Figure 1. Register map, names as in the netlist (run 1).
The bar under the picture is 50 µm long. Other sequential cells in the stronger gray, the rest of the logic in the fainter gray.
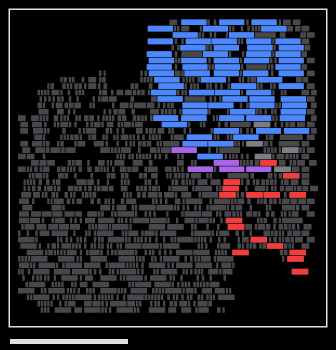
Figure 2. Cells by drive strength (run 1).
The bar under the picture is 50 µm long.
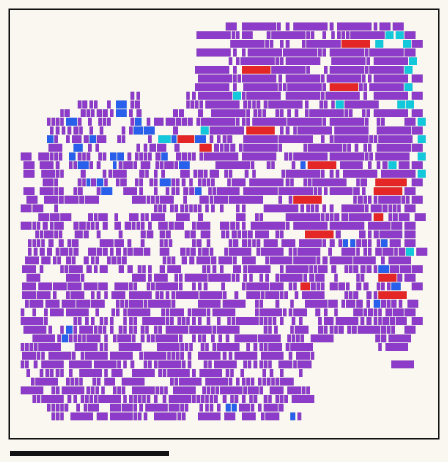
Figure 3. A small window of the routed layout (run 1).
Region (86, 19) to (116, 49) µm. Cells in gray, sequential cells in the stronger gray; small squares are vias.
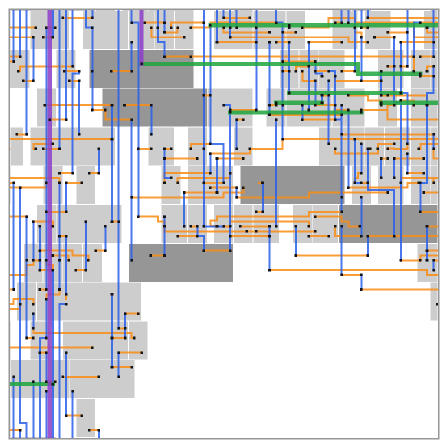
==> src/rtl/lambda_minus_pipe.sv <==
// lambda_minus_pipe: per-lane lambda = mag - (rho*phi >>> RHO_FRAC), narrowed
// (saturate or wrap), then carried through N_DELAY valid/ready stall stages.
// Ports: clk, rst (sync, active-high); in_valid/in_ready with packed
// mag_in/phi_in/rho_in; out_valid/out_ready with packed lambda_out and
// per-lane sat_out; sat_clr clears sat_count, which counts output
// handshakes carrying any clamped lane.
module lambda_minus_pipe #(
  parameter int LANES    = 1,
  parameter int MAG_W    = 14,
  parameter int PHI_W    = 14,
  parameter int RHO_W    = 8,
  parameter int RHO_FRAC = 7,
  parameter int OUT_W    = 14,
  parameter int N_DELAY  = 5,
  parameter int SAT_EN   = 1,
  parameter int SATCNT_W = 16
) (
  input  logic                      clk,
  input  logic                      rst,
  input  logic                      in_valid,
  output logic                      in_ready,
  input  logic [LANES*MAG_W-1:0]    mag_in,
  input  logic [LANES*PHI_W-1:0]    phi_in,
  input  logic [LANES*RHO_W-1:0]    rho_in,
  output logic                      out_valid,
  input  logic                      out_ready,
  output logic [LANES*OUT_W-1:0]    lambda_out,
  output logic [LANES-1:0]          sat_out,
  input  logic                      sat_clr,
  output logic [SATCNT_W-1:0]       sat_count
);

  localparam int PW = RHO_W + PHI_W + 1;
  localparam int SW = PW - RHO_FRAC;
  localparam int DW = ((MAG_W > SW) ? MAG_W : SW) + 1;
  localparam int EW = (DW > OUT_W) ? DW : OUT_W;
  localparam int LW = LANES * OUT_W;

  localparam logic signed [EW-1:0] MAXV =
    {{(EW-OUT_W+1){1'b0}}, {(OUT_W-1){1'b1}}};
  localparam logic signed [EW-1:0] MINV =
    {{(EW-OUT_W+1){1'b1}}, {(OUT_W-1){1'b0}}};

  logic           adv;
  logic [LW-1:0]  c_lam;
  logic [LANES-1:0] c_sat;

  for (genvar i = 0; i < LANES; i++) begin : g_lane
    logic signed [PW-1:0] rho_x;
    logic signed [PW-1:0] phi_x;
    logic signed [PW-1:0] prod;
    logic signed [PW-1:0] prod_s;
    logic signed [EW-1:0] mag_x;
    logic signed [EW-1:0] ps_x;
    logic signed [EW-1:0] diff;
    logic [OUT_W-1:0]     lam;
    logic                 sat;

    assign rho_x  = PW'($signed(rho_in[i*RHO_W +: RHO_W]));
    assign phi_x  = PW'({1'b0, phi_in[i*PHI_W +: PHI_W]});
    assign prod   = rho_x * phi_x;
    // arithmetic shift floors toward -inf
    assign prod_s = prod >>> RHO_FRAC;
    assign mag_x  = EW'($signed(mag_in[i*MAG_W +: MAG_W]));
    assign ps_x   = EW'(prod_s);
    assign diff   = mag_x - ps_x;

    always_comb begin
      lam = diff[OUT_W-1:0];
      sat = 1'b0;
      if (SAT_EN != 0) begin
        unique case (1'b1)
          (diff > MAXV): begin
            lam = MAXV[OUT_W-1:0];
            sat = 1'b1;
          end
          (diff < MINV): begin
            lam = MINV[OUT_W-1:0];
            sat = 1'b1;
          end
          default: ;
        endcase
      end
    end

    assign c_lam[i*OUT_W +: OUT_W] = lam;
    assign c_sat[i]                = sat;
  end

  logic [N_DELAY-1:0] v_q;
  logic [LW-1:0]      d_q [N_DELAY];
  logic [LANES-1:0]   s_q [N_DELAY];

  assign out_valid  = v_q[N_DELAY-1];
  assign lambda_out = d_q[N_DELAY-1];
  assign sat_out    = s_q[N_DELAY-1];
  // one global enable: the whole pipe moves or the whole pipe holds
  assign adv        = !out_valid || out_ready;
  assign in_ready   = adv;

  always_ff @(posedge clk) begin
    if (rst) begin
      v_q <= '0;
      for (int k = 0; k < N_DELAY; k++) begin
        d_q[k] <= '0;
        s_q[k] <= '0;
      end
    end else if (adv) begin
      v_q[0] <= in_valid;
      d_q[0] <= c_lam;
      s_q[0] <= c_sat;
      for (int k = 1; k < N_DELAY; k++) begin
        v_q[k] <= v_q[k-1];
        d_q[k] <= d_q[k-1];
        s_q[k] <= s_q[k-1];
      end
    end
  end

  logic hs_sat;
  assign hs_sat = out_valid && out_ready && (|sat_out);

  always_ff @(posedge clk) begin
    if (rst || sat_clr) begin
      sat_count <= '0;
    end else if (hs_sat && !(&sat_count)) begin
      sat_count <= sat_count + SATCNT_W'(1);
    end
  end

endmodule

==> config.mk <==
export PLATFORM = sky130hd
export DESIGN_NAME = lambda_minus_pipe
export DESIGN_NICKNAME = d
export VERILOG_FILES = /design/src/rtl/lambda_minus_pipe.sv
export SDC_FILE = /design/constraint.sdc
export NUM_CORES = 1
export LEC_CHECK = 0
export ABC_AREA = 1
export CORE_MARGIN = 3
export CORE_UTILIZATION = 55
export CTS_CLUSTER_SIZE = 30
export DETAILED_ROUTE_END_ITERATION = 8
export GPL_TIMING_DRIVEN = 0
export PLACE_DENSITY = 0.8
export SLEW_MARGIN = 0
export SYNTH_ARGS = -nofsm -noshare
export SYNTH_HDL_FRONTEND = slang
export SYNTH_SLANG_ARGS = --single-unit
==> constraint.sdc <==
create_clock -name clk -period 16.5 [get_ports clk]
set_clock_uncertainty 0.05 [all_clocks]
set_input_delay 3.3 -clock clk [delete_from_list [all_inputs] [get_ports clk]]
set_output_delay 3.3 -clock clk [all_outputs]
set_load 0.05 [all_outputs]
==> run summary, run 1 <==
Physical design

The xor and xnor fraction of the mapped netlist area stands at 0.03188. The required time of the worst setup path stands at approximately 17000 ps. Of all nets on the critical path, the largest fanout is 10. Once detailed placement completed, the half-perimeter wirelength came to 14.37 mm. The share of the Yosys chip area taken by registers is 0.2948.

The cell area that synthesis handed to floorplanning was 9065 µm². The count of nets after finishing stands at 1427. Per the post-place timing report, worst setup slack is 6325 ps. Clock latency on the worst-skew pair, taken at its later pin, is ~330 ps. From bottom edge to top edge, the die measures between 100 and 150 µm. The number of cells on the worst reg-to-reg path stands at 7. By instance count, the leading cell after synthesis is sky130_fd_sc_hd__inv_1. The synthesized-area fraction occupied by adder cells stands at 0.2556. The timing report shows the most common cell along the critical path to be sky130_fd_sc_hd__nand2_1.

The number of buffers inserted by port buffering stands at 61. The number of different library cells used by synthesis comes to 39. The aggregate global-route resource usage stands at 0.2090. The peak per-stage delay on the critical path stands at between 500 and 600 ps. Looking at the VDD voltage map, the peak drop is approximately 190 µV. The routed layout reports a DRC error count of 0. The aggregate global routing overflow stands at 0. Grouping non-sequential cells by family puts the most area in adder cells. The run finished with clean final reports. Dividing the final minimum period by the clock period gives 0.6017.

The wire length reported by the detailed router stands at 17.82 mm. The number of hold buffers added after CTS was 0. The number of top-level design ports stands at ~74.

Per the OpenROAD floorplan log, the area of the die is around 18000 µm². In this run the critical register-to-register path is launched from v_q[4]$_SDFFE_PP0P_. Clock-pin slew was measured on the worst setup and hold paths at 60 ps. The floorplan step records an initial core utilization of 0.5665. Per the synthesis report, the AND-OR/OR-AND share of the synthesized area is 0.04831. After synthesis, the most frequently instantiated cells are 321 x sky130_fd_sc_hd__inv_1, 253 x sky130_fd_sc_hd__nand2_1, 114 x sky130_fd_sc_hd__nor2_1.

The number of antenna violations at the first check in global routing stands at 0. The remaining number of nets flagged by the antenna check after routing stands at 0. The length of the first detailed-routing pass in iterations stands at 5. The simple-gate share of the synthesized area stands at 0.2066.

The critical path is of the input pin to flop type. The number of buffers inserted to repair setup after CTS stands at 0. Of all cell types, the one taking the most synthesized area is sky130_fd_sc_hd__edfxtp_1. The synthesized design contains ~75 enable-type register cells.

The cell count after synthesis stands at roughly 1200. Synthesis produced a netlist with a net count of around 1400. The proportion of layout cells with a drive suffix above 1 stands at 0.05524.

The tightest min-delay check is of the flop to flop type. The share of async-settable or async-resettable flops after synthesis stands at 0. TritonCTS built the clock tree. Entering global routing, the biggest net connects slightly above 50 pins.

The highest metal layer carrying signal wires in the routed design is met4. The area share of the leading cell type in the synthesized netlist stands at 0.2484. The last weighted congestion value of the routability-driven placer stands at about 0.90. The tool warning count for the run is 26. The die span in x stands at about 130 µm. After synthesis, the cell types taking the most area are sky130_fd_sc_hd__edfxtp_1 25%, sky130_fd_sc_hd__fa_1 16%, sky130_fd_sc_hd__inv_1 13%. Hold analysis lists the worst path endpoint as v_q[4]$_SDFFE_PP0P_. The number of sinks on the clock net stands at ~96.

Hold-check failures listed in the final report amount to 0. The count of synthesis-stage warnings from yosys stands at 0. The area of the placeable core stands at roughly 16000 µm². The first global-routing pass estimated 30.91 mm of wire. Setup repair after global routing left no endpoint under its margin.

Detailed routing inserted a total of roughly 7200 vias. The power density of the placed cells stands at approximately 180 nW/µm². In this run the maximum-capacitance check reported violations numbering 0.

Per the detail_route report, routed wire per instance is roughly 12 µm. The fraction of synthesized area in multiplexers stands at 0. The mean cell area of the mapped netlist stands at 7.741 µm².

The area recorded from the Yosys report for this design is between 9000 and 10000 µm². The H-tree depth reported by CTS stands at 3. The placement row count stands at 46. Post-synth the commonest register cell is sky130_fd_sc_hd__edfxtp_1.

The first routing iteration left about 460 violations. The endpoint identified for the worst register-to-register timing path is d_q[0][51]$_SDFFCE_PN0P_. STA classifies the critical path startpoint as an input pin. The sum of negative setup slack stands at 0 ps.

STA lists the startpoint of the worst hold path as v_q[3]$_SDFFE_PP0P_. The reg-to-reg setup timing slack stands at 14540 ps. Along the worst hold path, the cell count comes to 2. From the final report, the count of setup violators was given as 0. Timing would allow up to between 100 and 150 MHz. The routed length on met2 stands at 8.659 mm.

The slew of the pin with the lowest slew margin stands at 682.0 ps. Wire segments on met3 add up to ~1.2 mm in the final route. The wire length on met1 stands at between 7 and 8 mm. The worst path meets setup with 6571 ps of slack. According to the timing report, the arrival time at the worst endpoint equals ~10000 ps.

Looking at the clock tree report, the root buffer type is sky130_fd_sc_hd__clkbuf_16. Per the TritonCTS log, the buffer count is 9. The cell total in the yosys stat output stands at 1171.

Fill cells in the final layout number 1345. In the routed layout, each cell is associated on average with a via count of about 4.9. The number of antenna diodes stands at 0. The slowest stage of the critical path belongs to the cell sky130_fd_sc_hd__fa_1. CTS reports a maximum clock tree buffer depth of 2. The worst-case max-slew headroom was logged as 0.5437. The register bit count reported by yosys stands at around 96.

The final-report max-slew violation count stands at 0. The clock period could shrink to 9929 ps. Summing all placed instances gives a cell area of about 10000 µm². The worst setup path is captured at a flop. The via count of the first global-routing pass came to roughly 6900.

Post-CTS repair changed the size of 0 cells. For this design the static power due to leakage is around 0.0054 µW.
Notes on Figure 1 above:
[red] `sat_count` | placed flops: 16
[blue] `d_q` | placed flops: 70
[purple] `s_q` | placed flops: 5
not colored: 5
flop share of the area: 0.2605
power drawn by the sequential cells: 326 µW
Final Util: 0.6412
sequential cell area in the final layout: 2673 µm²

Notes on Figure 2 above:
[purple] x1 and smaller | cells: 1180 | share: 94%
[red] x6 and larger | cells: 15 | share: 1.2%
[cyan] x3 and x4 | cells: 19 | share: 1.5%
[blue] x2 | cells: 35 | share: 2.8%
area growth from synthesis to layout: 13.18%
buffer count excluding the clock tree in the final layout: 108
total non-filler cell area in the finished layout: 10260 µm²

Notes on Figure 3 above:
[purple] M4
[green] M3
[orange] M1
[blue] M2
sequential cells in the window: 5
netlist names of flops here include: `sat_count` (5)
cells with their middle in the window: 71
most frequent: nand2_1 (21), inv_1 (17)

==> run 1: worst max-delay path by stage <==
stage	slack [ps]	endpoint	startpoint
global route	6110	d_q[0][12]$_SDFFCE_PN0P_	rho_in[7]
floorplan	7690	d_q[0][3]$_SDFFCE_PN0P_	rho_in[7]
detailed placement	6330	d_q[0][6]$_SDFFCE_PN0P_	rho_in[7]
global placement	6380	d_q[0][10]$_SDFFCE_PN0P_	rho_in[7]
CTS	6670	d_q[0][10]$_SDFFCE_PN0P_	rho_in[7]
finish	6570	d_q[0][10]$_SDFFCE_PN0P_	rho_in[7]
==> run 1: metrics by stage <==
stage | hold WS, ps | power, µW | instances
after global placement | 404.4 | 1660 | 1448
final | 429.7 | 1873 | 1465
after floorplan | 380.4 | 1404 | 1171
after detailed placement | 402.4 | 1677 | 1449
after CTS | 424.0 | 1879 | 1465
after global routing | 461.2 | 2090 | 1465
==> run 1: layer usage <==
metal	GRT usage	vias up
li1	-	3631
met1	0.2759	3286
met2	0.3570	225
met3	0.03188	34
met4	0.06505	0
met5	0	-
==> run 1: critical path: cells and delay by family <==
family	cells	cell delay, ps
fa+ha+maj	6	2850
simple gates	14	1460
buf+inv	6	1410
compound gates	3	750
xor+xnor	1	180
==> run 1: sequential cells by signal, indices dropped and copies added (netlist names) <==
register	flops
v_q	5
sat_count	16
d_q	70
s_q	5
==> run 1: cell families (layout without fill, tap and decap cells) <==
| group | after synthesis | count (layout) |
|---|---|---|
| AOI/OAI and AO/OA | 81 | 81 |
| and+or+nand+nor | 448 | 448 |
| adders and majority gates | 142 | 142 |
| buffers and inverters | 371 | 449 |
| xor gates and xnor gates | 33 | 33 |
| DFF | 96 | 96 |
==> run 1: cell usage in the layout, fill, tap and decap left out, drive strengths merged <==
master         count
clkdlybuf4s50     61
a21o               1
buf               24
o21ai             27
a211oi             3
fa                72
edfxtp            75
dfxtp             21
a21oi             42
nor3              13
clkbuf            33
ha                70
nand3b             1
or2                3
nand4              9
inv              325
nand3             41
nor4               3
xnor2             16
nor2             115
a31oi              4
o21bai             1
clkinvlp           2
xor2              17
clkinv             4
nand2            263
o22ai              3
==> run 1: layout make-up <==
cell class	instances	area (µm²)	area share
Multi-Input combinational cell	704	4917	0.4793
Buffer	46	256.5	0.02500
Tap cell	216	270.3	0.02634
Inverter	325	1222	0.1191
Sequential cell	96	2673	0.2605
Timing Repair Buffer	62	638.1	0.06220
Clock inverter	6	53.80	0.005244
Clock buffer	10	229.0	0.02232
==> run 1: where the power goes <==
group / switching, µW / internal [µW]
Clock: 88.1 / 104
Sequential: 8.96 / 317
Combinational: 853 / 502
--- run 2 (diff from run 1) ---
- clock period: 16.5 -> 9.9 ns (I/O delays scaled with it)
==> run 2 against run 1 <==
Wire length unchanged. Total power up 67%. Area after synthesis stayed put. Count of clock-buffer cells in the layout unchanged. Non-clock buffer count unchanged. First-iteration DRC count did not move. Combinational power increased by 66%. Critical path type unchanged. Critical endpoint unchanged.
==> run summary, run 2 <==
Physical design

The share of synthesized area in the top cell type comes to 0.2484. The sum of negative setup slack stands at 0 ps. STA lists the maximum fanout along the critical path as 10.

The number of placed instances, taps included, is around 1400. Per the cell usage report, the commonest logic cells after layout are 321 x sky130_fd_sc_hd__inv_1, 253 x sky130_fd_sc_hd__nand2_1, 114 x sky130_fd_sc_hd__nor2_1. By instance count, the cell type seen most on the critical path is sky130_fd_sc_hd__nand2_1. The biggest area contributor in the post-synthesis netlist is sky130_fd_sc_hd__edfxtp_1.

The wire length reported by the detailed router stands at 17.82 mm. The via count of the first global-routing pass is roughly 6900. Detailed routing inserted a total of 7176 vias.

Per the placement log, port buffering inserted 61 buffers. In this run, synthesis produced a sequential element count of around 96. Of the total power, combinational logic draws 0.724. The final worst-path cycle share stands at 0.8696. The count of routing violations after the opening detailed-route iteration stands at approximately 460. OpenROAD emitted warnings numbering 26. For the pin with the worst max-slew slack, the measured transition is 682.0 ps. Routability-driven placement finished with a final weighted congestion of approximately 0.90.

For reference, the final report shows the max-slew violation count at 0. The hold violation count in the final report stands at 0. Tracing the worst setup path back leads to its startpoint at rho_in[7]. Setup slack closes at about 1300 ps. STA puts the critical path data required time at a little under 10000 ps. The internal portion of the total power is 1538 µW. Measured along the y axis, the die boundary spans ~130 µm. In this build the clock could be raised as far as 116.2 MHz.

Setup repair after global routing left no endpoint under its margin. The top cell type in the final layout, fill and taps aside, is sky130_fd_sc_hd__inv_1. Per the detail_route report, vias per standard cell equal approximately 5.

The post-CTS hold buffer count recorded in the log is 0. The share of async-settable or async-resettable flops after synthesis stands at 0. The routed wire length per instance stands at between 10 and 15 µm.

Compared with the post-synthesis result, the final layout area differs by 13.18%. CTS reports a maximum clock tree buffer depth of 2. Per the OpenROAD power report, leakage power amounts to 0.005380 µW. The core utilization of the finished layout stands at 0.6412. The register with the most flip-flops in the final layout is d_q. Yosys shows that the main logic family after synthesis is adder cells.

The xor and xnor fraction of the mapped netlist area stands at 0.03188. The headroom to the max-slew limit stands at 0.5437. Looking at hold timing, the worst path starts from v_q[3]$_SDFFE_PP0P_.

The worst setup path is captured at a flop. The pin count of the biggest net entering global routing stands at 51. The final report lists a non-filler cell total of roughly 1500. On the critical path, the stage with the largest delay is an instance of sky130_fd_sc_hd__fa_1. Per the synth stats, the flop cell with the highest instance count is sky130_fd_sc_hd__edfxtp_1. The synthesized-area fraction occupied by adder cells stands at 0.2556. Summing every instance area after synthesis gives about 9100 µm². The area of the synthesized netlist per yosys stat stands at 9065 µm². The register area share after synthesis stands at 0.2948. STA classifies the critical path startpoint as an input pin.

The flow ran to the end, and the final reports show no timing, DRC or antenna violations. Counting flops with a built-in enable in the synthesized netlist gives ~75. The die is ~130 µm wide. The sum of net half-perimeters after detailed placement stands at 14.37 mm.

The number of antenna diodes stands at 0. The area share of and-or/or-and cells after synthesis stands at 0.04831. In the final layout, the registers with the most flip-flops are d_q: 70 flops, sat_count: 16 flops. The overall die area stands at approximately 18000 µm². The worst path needs about 8600 ps of the cycle, external delays included.

The total overflow left after global routing is 0. Per the detail_route report, DRC violations left total 0. The worst register-to-register path depth is 7. The fraction of synthesized area in multiplexers stands at 0. The flip-flop count of the largest register, all copies and words added stands at around 70. The most common cell in the synthesized netlist is sky130_fd_sc_hd__inv_1. The registers of the reported paths see a clock transition of 60 ps.

In this run the power density over the cells is ~300 nW/µm². The total power stands at ~3100 µW. The simple-gate share of the synthesized area stands at 0.2066. The total of endpoints with negative setup slack in the final report stands at 0. The number of library cell types mapped by synthesis stands at 39. For this run, the detailed router's first-pass iteration total came to 5. In the final layout, the share of cells above drive strength 1 is 0.05524.

Per the post-synthesis report, the nets total approximately 1400. TritonCTS built the clock tree. Overall routing resource usage recorded by global route was 0.2090. After synthesis, the most frequently instantiated cells are 321 x sky130_fd_sc_hd__inv_1, 253 x sky130_fd_sc_hd__nand2_1, 114 x sky130_fd_sc_hd__nor2_1. The setup path with the least slack is of type input pin to flop. The launch point of the worst register-to-register path is recorded as v_q[4]$_SDFFE_PP0P_.

The average instance in the mapped netlist occupies 7.741 µm². Yosys attributes the largest share of cell area to sky130_fd_sc_hd__edfxtp_1 25%, sky130_fd_sc_hd__fa_1 16%, sky130_fd_sc_hd__inv_1 13%. The arrival time at the worst endpoint stands at 8650 ps. The cell sitting at the root of the clock tree is a sky130_fd_sc_hd__clkbuf_16. The clock H-tree reported by CTS has 3 levels. The first global-routing pass estimated 30.91 mm of wire. The share of total power dissipated in sequential elements is 0.174.

Gates resized during post-CTS repair numbered 0. The peak supply drop stands at about 310 µV. Timing analysis after detailed placement gives a worst setup slack of approximately 1000 ps.

The switching fraction of total power stands at 0.5072. In this run the remaining antenna-violating nets after routing total 0. The switching power stands at 1583 µW.

The area of the placeable core stands at ~16000 µm². The number of antenna violations at the first check in global routing came to 0. The placement row count stands at 46.

The count of synthesis-stage warnings from yosys stands at 0. The number of top-level design ports stands at around 74. The cell total in the yosys stat output stands at ~1200.

For this run, the post-layout net count is around 1400. Note that the worst hold path type here is flop to flop. Buffers added to address setup during post-CTS repair amount to 0.

The cell count after synthesis stands at 1171. Counting every sink on the clock net gives roughly 96. In this design, the stage delay of the slowest critical-path cell is about 550 ps.

The count of filler cells inserted in the layout stands at between 1000 and 1500. The number of maximum-capacitance constraint violations stands at 0. The share of the core area taken by cells at floorplan is 0.5665.

The worst hold path cell count stands at 2.
## run 2: cell counts after synthesis
Identical to the previous run, type by type.
## run 2: worst paths after layout
check	end	slack [ps]
hold reg to reg	v_q[4]$_SDFFE_PP0P_	430
setup reg to reg	d_q[0][51]$_SDFFCE_PN0P_	7940
hold / removal	v_q[4]$_SDFFE_PP0P_	430
setup / recovery	d_q[0][10]$_SDFFCE_PN0P_	1290
## run 2: cell type report
class,instances,area (µm²),share of cell area
Multi-Input combinational cell,704,4917,0.4793
Sequential cell,96,2673,0.2605
Inverter,325,1222,0.1191
Timing Repair Buffer,62,638.1,0.06220
Tap cell,216,270.3,0.02634
Buffer,46,256.5,0.02500
Clock buffer,10,229.0,0.02232
Clock inverter,6,53.80,0.005244
## run 2: power by group through the flow
stage	logic [µW]	registers [µW]	clock network (µW)
2_1_floorplan	1790	548	0
3_3_place_gp	2220	549	0
3_5_place_dp	2240	551	0
4_1_cts	2260	543	327
5_1_grt	2590	549	340
6_report	2260	543	320
## run 2: worst max-delay path, delay by kind of cell
family	cells	cell delay (ps)
AND-OR/OR-AND	3	750
XOR/XNOR	1	180
adder cells (fa/ha/maj)	6	2850
buffers and inverters	6	1410
AND/OR/NAND/NOR	14	1460
## run 2: logic make-up after synthesis
| group | count (synthesis) |
|---|---|
| buffers and inverters | 371 |
| XOR/XNOR | 33 |
| flip-flops | 96 |
| AND/OR/NAND/NOR | 448 |
| adder cells (fa/ha/maj) | 142 |
| AND-OR/OR-AND | 81 |
## run 2: through the flow
stage	hold WS (ps)	area [µm²]
5_1_grt	461.2	10260
2_1_floorplan	380.4	9065
6_report	429.7	10260
3_5_place_dp	402.4	9977
3_3_place_gp	404.4	9946
4_1_cts	424.0	10260
## run 2: metal layers
metal | track usage | routed length [µm] | vias up | share of wire
met3 | 0.03188 | 1246 | 34 | 0.070
met4 | 0.06505 | 376 | 0 | 0.021
met2 | 0.3570 | 8659 | 225 | 0.49
li1 | - | - | 3631 | -
met1 | 0.2759 | 7533 | 3286 | 0.42
met5 | 0 | 0 | - | 0
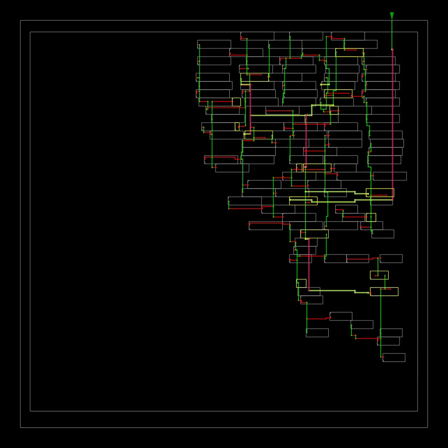
Figure 4: run 2, clock nets.
clock distribution power: 320 µW
clkbuf count: 10
cts bufs inserted: 9
flip-flops: 96

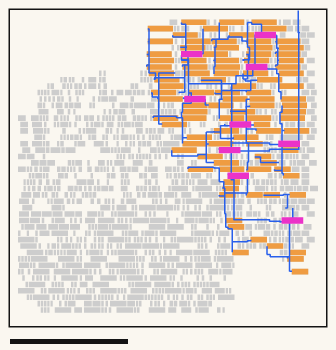
Figure 5: run 2, routed clock nets over the placement.
The bar under the picture is 50 µm long.
[magenta] clock-net drivers | count: 9
[orange] flip-flops | count: 96
[blue] clock wires | length: 977 µm
routed clock nets: 10
share of total power in the clock network: 0.103
later-pin clock latency in the skew report: 330 ps

No activity file was given, so power comes from the tool's default toggle rates.
